==> src/rtl/aesl_deadlock_idx0_monitor_pkg.sv <==
// Shared definitions for the deadlock index-0 monitor: counter width,
// default parameter values and the stall-counter type.
package aesl_deadlock_idx0_monitor_pkg;

  localparam int CNT_W               = 16;
  localparam int DEF_NUM_AXIS        = 10;
  localparam int DEF_NUM_INST        = 1;
  localparam int DEF_STALL_THRESHOLD = 1024;

  typedef logic [CNT_W-1:0] stall_cnt_t;

endpackage

==> src/rtl/aesl_deadlock_idx0_monitor_stall_counter.sv <==
// deadlock_stall_counter: saturating count of consecutive stall cycles.
// The count clears on any non-stall cycle and stops at STALL_THRESHOLD.
// 'reached' is combinational: it is high during the cycle that is the
// STALL_THRESHOLD-th (or later) consecutive stall. The parent registers it,
// so the flag appears on the edge that samples that cycle.
module deadlock_stall_counter
  import aesl_deadlock_idx0_monitor_pkg::*;
#(
  parameter int STALL_THRESHOLD = DEF_STALL_THRESHOLD
) (
  input  logic clock,
  input  logic reset,
  input  logic stall,
  output logic reached
);

  localparam stall_cnt_t THR    = stall_cnt_t'(STALL_THRESHOLD);
  localparam stall_cnt_t THR_M1 = stall_cnt_t'(STALL_THRESHOLD - 1);

  stall_cnt_t r_count;
  logic       w_at_limit;

  // The current stall completes the run when the stalls already counted
  // are at least THRESHOLD-1 (the counter never exceeds THRESHOLD).
  assign w_at_limit = (r_count >= THR_M1);
  assign reached    = stall & w_at_limit;

  // Consecutive-stall counter: clear on non-stall, saturate at threshold.
  always_ff @(posedge clock) begin
    if (!reset) begin
      r_count <= '0;
    end else if (!stall) begin
      r_count <= '0;
    end else if (r_count != THR) begin
      r_count <= stall_cnt_t'(r_count + 1'b1);
    end
  end

endmodule

==> src/rtl/aesl_deadlock_idx0_monitor.sv <==
// aesl_deadlock_idx0_monitor: flags a kernel deadlock after a run of
// consecutive stall cycles and captures which streams were blocked.
// A stall cycle has any stream or instance blocked while not every instance
// is idle (all idle means the kernel finished, which is never a deadlock).
// Configuration macro DEADLOCK_STICKY_EN: when defined, block and block_src
// latch until reset; otherwise block drops on the first non-stall cycle and
// block_src keeps its last snapshot.
module aesl_deadlock_idx0_monitor
  import aesl_deadlock_idx0_monitor_pkg::*;
#(
  parameter int NUM_AXIS        = DEF_NUM_AXIS,
  parameter int NUM_INST        = DEF_NUM_INST,
  parameter int STALL_THRESHOLD = DEF_STALL_THRESHOLD
) (
  input  logic                clock,
  input  logic                reset,
  input  logic [NUM_AXIS-1:0] axis_block_sigs,
  input  logic [NUM_INST-1:0] inst_idle_sigs,
  input  logic [NUM_INST-1:0] inst_block_sigs,
  output logic                block,
  output logic [NUM_AXIS-1:0] block_src
);

  logic                w_any_axis;
  logic                w_any_inst;
  logic                w_all_idle;
  logic                w_stall;
  logic                w_reached;
  logic                w_rise;
  logic                r_block;
  logic [NUM_AXIS-1:0] r_block_src;

  assign w_any_axis = |axis_block_sigs;
  assign w_any_inst = |inst_block_sigs;
  assign w_all_idle = &inst_idle_sigs;
  // All-idle overrides any blocked indication in the same cycle.
  assign w_stall    = (w_any_axis | w_any_inst) & ~w_all_idle;

  deadlock_stall_counter #(
    .STALL_THRESHOLD (STALL_THRESHOLD)
  ) u_counter (
    .clock   (clock),
    .reset   (reset),
    .stall   (w_stall),
    .reached (w_reached)
  );

  // Snapshot only on the cycle block goes from 0 to 1.
  assign w_rise = w_reached & ~r_block;

  // Deadlock flag and blocked-stream snapshot registers.
  always_ff @(posedge clock) begin
    if (!reset) begin
      r_block     <= 1'b0;
      r_block_src <= '0;
    end else begin
`ifdef DEADLOCK_STICKY_EN
      r_block <= r_block | w_reached;
`else
      r_block <= w_reached;
`endif
      if (w_rise) begin
        r_block_src <= axis_block_sigs;
      end
    end
  end

  assign block     = r_block;
  assign block_src = r_block_src;

endmodule

==> config.mk <==
export PLATFORM = sky130hd
export DESIGN_NAME = aesl_deadlock_idx0_monitor
export DESIGN_NICKNAME = d
export VERILOG_FILES = /design/src/rtl/aesl_deadlock_idx0_monitor_pkg.sv /design/src/rtl/aesl_deadlock_idx0_monitor_stall_counter.sv /design/src/rtl/aesl_deadlock_idx0_monitor.sv
export SDC_FILE = /design/constraint.sdc
export NUM_CORES = 1
export LEC_CHECK = 0
export CORE_ASPECT_RATIO = 1.75
export CORE_UTILIZATION = 28
export DETAILED_ROUTE_END_ITERATION = 8
export PLACE_DENSITY = 0.57
export SYNTH_ARGS = -nofsm -noshare
export SYNTH_HDL_FRONTEND = slang
export SYNTH_SLANG_ARGS = --single-unit
==> constraint.sdc <==
create_clock -name clock -period 2 [get_ports clock]
set_input_delay 0.5 -clock clock [delete_from_list [all_inputs] [get_ports clock]]
set_output_delay 0.5 -clock clock [all_outputs]
set_load 0.02 [all_outputs]
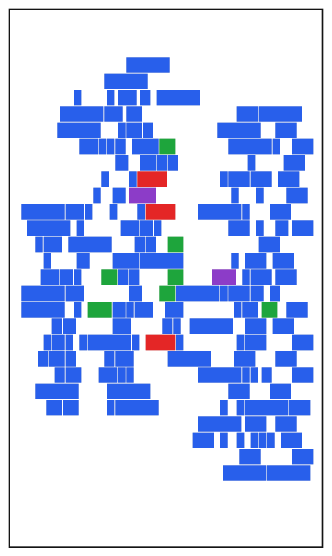
**Above:** run 1 (cells by drive strength).
(6 px per um)
legend:
  x6 and larger:
    colour: red
    cells: 3
  x1 and smaller:
    colour: blue
    cells: 160
  x2:
    colour: purple
    cells: 2
  x3 and x4:
    colour: green
    cells: 7

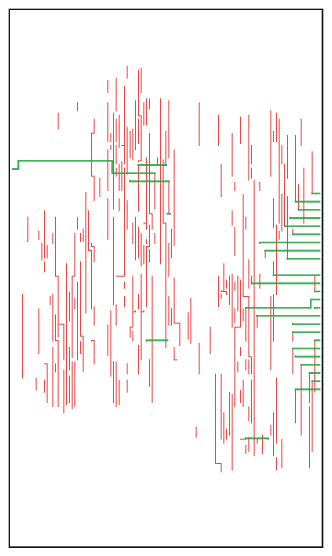
**Above:** run 1 (metal layers overlaid).
(6 px per um) Two of the layers only.
legend:
  M3:
    colour: green
    wire_length: 165 um
  M2:
    colour: red
    wire_length: 1,370 um

==> qor.csv, run 1 <==
stage,metric,value,unit
setup_path,timing.critical_path.cells,ha_1 -> nand4_1 -> nor3_1 -> o311a_2 -> mux2i_1,
synth,synthDominantAreaCellType,dfxtp_1,
clock_network,max-clock-path-buffers,2,
setup_path,setup.worst_path.end_class,flop,
clock_network,clkSinkCount,27,
hold_path,hold_path.class,flop to flop,
power,p_sw,192,uW
clock_network,ctsRootBufferMaster,clkbuf_8,
placed_design,placedInstanceArea,1550,um^2
clock_network,cts_buffers,3,
job,cap_viol_max_count,0,
finish,final_net_count,189,
synth,enable_flop_cells,0,
sta,fin_skew,2.30,ps
setup_path,rr_worst_depth,5,
synth,adder_cell_share_of_the_synthesized_area,2.05,%
detailed_routing,detailroute.via_count,1081,
power,maxPowerGroup,sequential cells,
clock_network,ctsHoldBuffers,0,
synth,post_synth_main_logic_family,simple AND/OR/NAND/NOR gates,
synth,yosysSeqAreaShare,44.2,%
detailed_routing,post_drt_wl_per_cell,12.1,um
power,pwr-share-comb,6.8,%
setup_path,worst_path_dominant_cell_family,simple AND/OR/NAND/NOR gates,
clock_network,post_cts.resized_instances,1,
finish,layout.cell_area.non_filler,1600,um^2
global_route,grt_max_degree,21,
power,power_sequential,541,uW
synth,top_cells_by_area,"dfxtp_1 (44%), mux2i_1 (8.2%), nand2_1 (7.7%)",
finish,final_cell_mix,"dfxtp_1 (27), nand2_1 (25), clkdlybuf4s50_1 (24)",
sta,final-setup-viol-count,0,
synth,yosys-top-cells-count,"dfxtp_1 (27), nand2_1 (25), nor2_1 (16), mux2i_1 (10), xnor2_1 (10)",
sta,final.period_utilization,90.6,%
setup_path,worst_setup_path_start_kind,flop,
synth,synth_area,1220,um^2
power,power_density,569,nW/um^2
placed_design,gp_congestion,0.798,
global_route,grt_antenna_before_repair,0,
finish,antenna-diode-count,0,
global_route,grt_first_pass_wirelength,4580,um
clock_network,cts-htree-levels,1,
detailed_routing,dr.pass1.iters,4,
setup_path,crit_type,flop to flop,
run_status,outcome,"complete, no violations",
finish,synthesis_to_layout_area_growth,30.6,%
synth,synth_flop_count,27,
synth,yosys.area_share.aoi,5.32,%
job,warnings,27,
finish,utilization,38.5,%
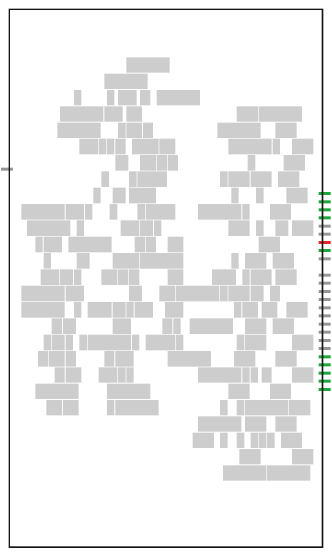
**Above:** run 1 (ports around the boundary).
(6 px per um) Pins as bars across the die edge, other pins in grey.
legend:
  `block_src`:
    colour: green
    pins: 10
    direction: output
    edge: right
  `inst_block_sigs`:
    colour: red
    pins: 1
    direction: input
    edge: right
all pins by edge: 24 right, 1 left
Die Y-Extent: 89.4 um
Port Buffers: 24
Chip Width: 51.9 um

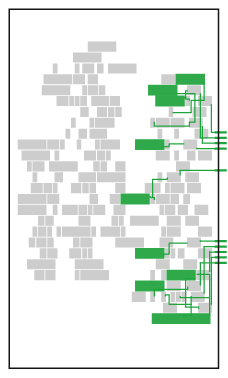
**Above:** run 1 (wires at chosen ports, followed through buffers).
(4 px per um)
legend:
  `block_src`:
    colour: green
    direction: output
    edge: right
    end_cells: 10
    buffers: 10
    wire: 224 um
number of top-level design ports: 25

[run 1: final cells by class]
cell class                      instances  area [um^2]
Multi-Input combinational cell        105          642
Clock buffer                            4         45.0
Fill cell                             428         2550
Tap cell                               49         61.3
Sequential cell                        27          541
Inverter                                6         22.5
Timing Repair Buffer                   30          285
[run 1: how the worst max path moves through the flow]
stage                              start            to  cells after the start
detailed placement    axis_block_sigs[2]  block_src[8]                      5
finish              u_counter.r_count[1]  block_src[8]                      5
global route        u_counter.r_count[1]  block_src[2]                      5
global placement      axis_block_sigs[2]  block_src[6]                      5
CTS                 u_counter.r_count[1]  block_src[8]                      5
floorplan           u_counter.r_count[0]  block_src[0]                      6
[run 1: registers in the layout, indices dropped and copies added (netlist names)]
| name | cells |
|---|---|
| block_src | 10 |
| u_counter.r_count | 16 |
| block | 1 |
==> run 2, diff against run 1 <==
--- a/config.mk
+++ b/config.mk
@@ -8,7 +8,6 @@
 export CORE_ASPECT_RATIO = 1.75
 export CORE_UTILIZATION = 28
 export DETAILED_ROUTE_END_ITERATION = 8
-export PLACE_DENSITY = 0.57
 export SYNTH_ARGS = -nofsm -noshare
 export SYNTH_HDL_FRONTEND = slang
 export SYNTH_SLANG_ARGS = --single-unit
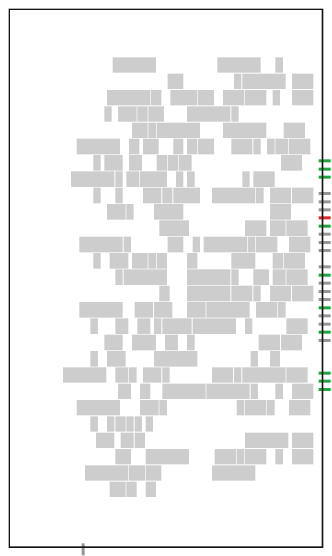
**Above:** run 2 (ports around the boundary).
(6 px per um) Pins as bars across the die edge, other pins in grey.
legend:
  `block_src`:
    colour: green
    pins: 10
    direction: output
    edge: right
  `inst_block_sigs`:
    colour: red
    pins: 1
    direction: input
    edge: right
all pins by edge: 24 right, 1 bottom

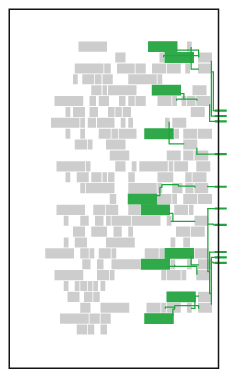
**Above:** run 2 (wires at chosen ports, followed through buffers).
(4 px per um)
legend:
  `block_src`:
    colour: green
    direction: output
    edge: right
    end_cells: 10
    buffers: 10
    wire: 183 um

==> qor.csv, run 2 <==
stage,metric,value,unit,change
finish,synthesis_to_layout_area_growth,32.3,%,was 30.6%
synth,synth_flop_count,27,,unchanged
finish,max_reg_flops,16,,unchanged
finish,seq_area_share,33.4,%,was 33.9%
detailed_routing,detailroute.via_count,1061,,"was 1,081"
synth,yosys-top-cells-count,"dfxtp_1 (27), nand2_1 (25), nor2_1 (16), mux2i_1 (10), xnor2_1 (10)",,unchanged
run_status,outcome,"complete, no violations",,unchanged
clock_network,cts_buffers,3,,unchanged
setup_path,worstSetupStartpoint,u_counter.r_count[3],,was u_counter.r_count[1]
detailed_routing,dr.pass1.iters,3,,was 4
finish,area_occupied_by_registers,541,um^2,unchanged
clock_network,cts-htree-levels,1,,unchanged
finish,layout.buffer.nonclock.area_share,18.9,%,was 17.9%
setup_path,crit_type,flop to flop,,unchanged
floorplanning,ioPinCount,25,,unchanged
finish,utilization,39.0,%,was 38.5%
synth,post_synth_main_logic_family,simple AND/OR/NAND/NOR gates,,unchanged
synth,yosys.area_share.aoi,5.32,%,unchanged
setup_path,setup.worst_path.end_class,flop,,unchanged
synth,yosysSeqAreaShare,44.2,%,unchanged
finish,nClkBuffers,3,,was 4
floorplanning,die_height,89.4,um,unchanged
finish,final_cell_mix,"dfxtp_1 (27), nand2_1 (25), clkdlybuf4s50_1 (24)",,unchanged
synth,adder_cell_share_of_the_synthesized_area,2.05,%,unchanged
synth,enable_flop_cells,0,,unchanged
finish,final_net_count,190,,was 189
finish,most_area_hungry_cell_class_in_the_final_design,combinational gates,,unchanged
power,p_sw,190,uW,was 192 uW
clock_network,ctsRootBufferMaster,clkbuf_8,,unchanged
finish,antenna-diode-count,0,,unchanged
placed_design,placedInstanceArea,1570,um^2,was 1550 um^2
placed_design,port_buffers,24,,unchanged
hold_path,hold_path.class,flop to flop,,unchanged
job,warnings,27,,unchanged
finish,fillers,423,,was 428
clock_network,clkSinkCount,27,,unchanged
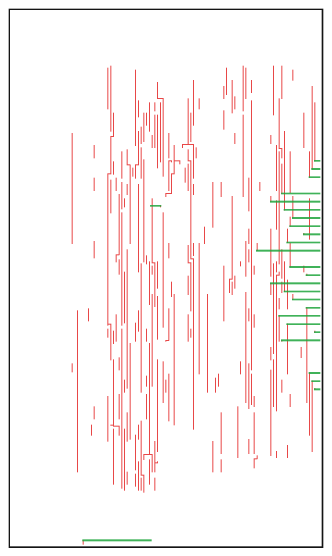
**Above:** run 2 (metal layers overlaid).
(6 px per um) Two of the layers only.
legend:
  M2:
    colour: red
    wire_length: 1,380 um
  M3:
    colour: green
    wire_length: 114 um

## run 2: cell counts after synthesis
No cell type changed its count.
## run 2: power by group through the flow
stage | combinational, mW | clock [mW] | sequential [mW]
final | 0.0647 | 0.301 | 0.540
after global routing | 0.0696 | 0.332 | 0.541
after CTS | 0.0658 | 0.323 | 0.540
after detailed placement | 0.0652 | 0 | 0.553
after global placement | 0.0665 | 0 | 0.553
after floorplan | 0.0206 | 0 | 0.554
## run 2: critical path, cell delays in order (launching register included)
cell and delay [ps]:
dfxtp_1 430, nand4_2 180, or3_4 430, or4_1 470, a21oi_1 150
## run 2: per-layer routing
metal  up-vias  GRT usage [%]  wire, um
met1       480           11.4      1020
met4         0           8.11        55
met2        26           25.1      1380
met3         2           1.70       113
li1        553              -         -
met5         -              0         0
Power and IR drop assume default switching activity.
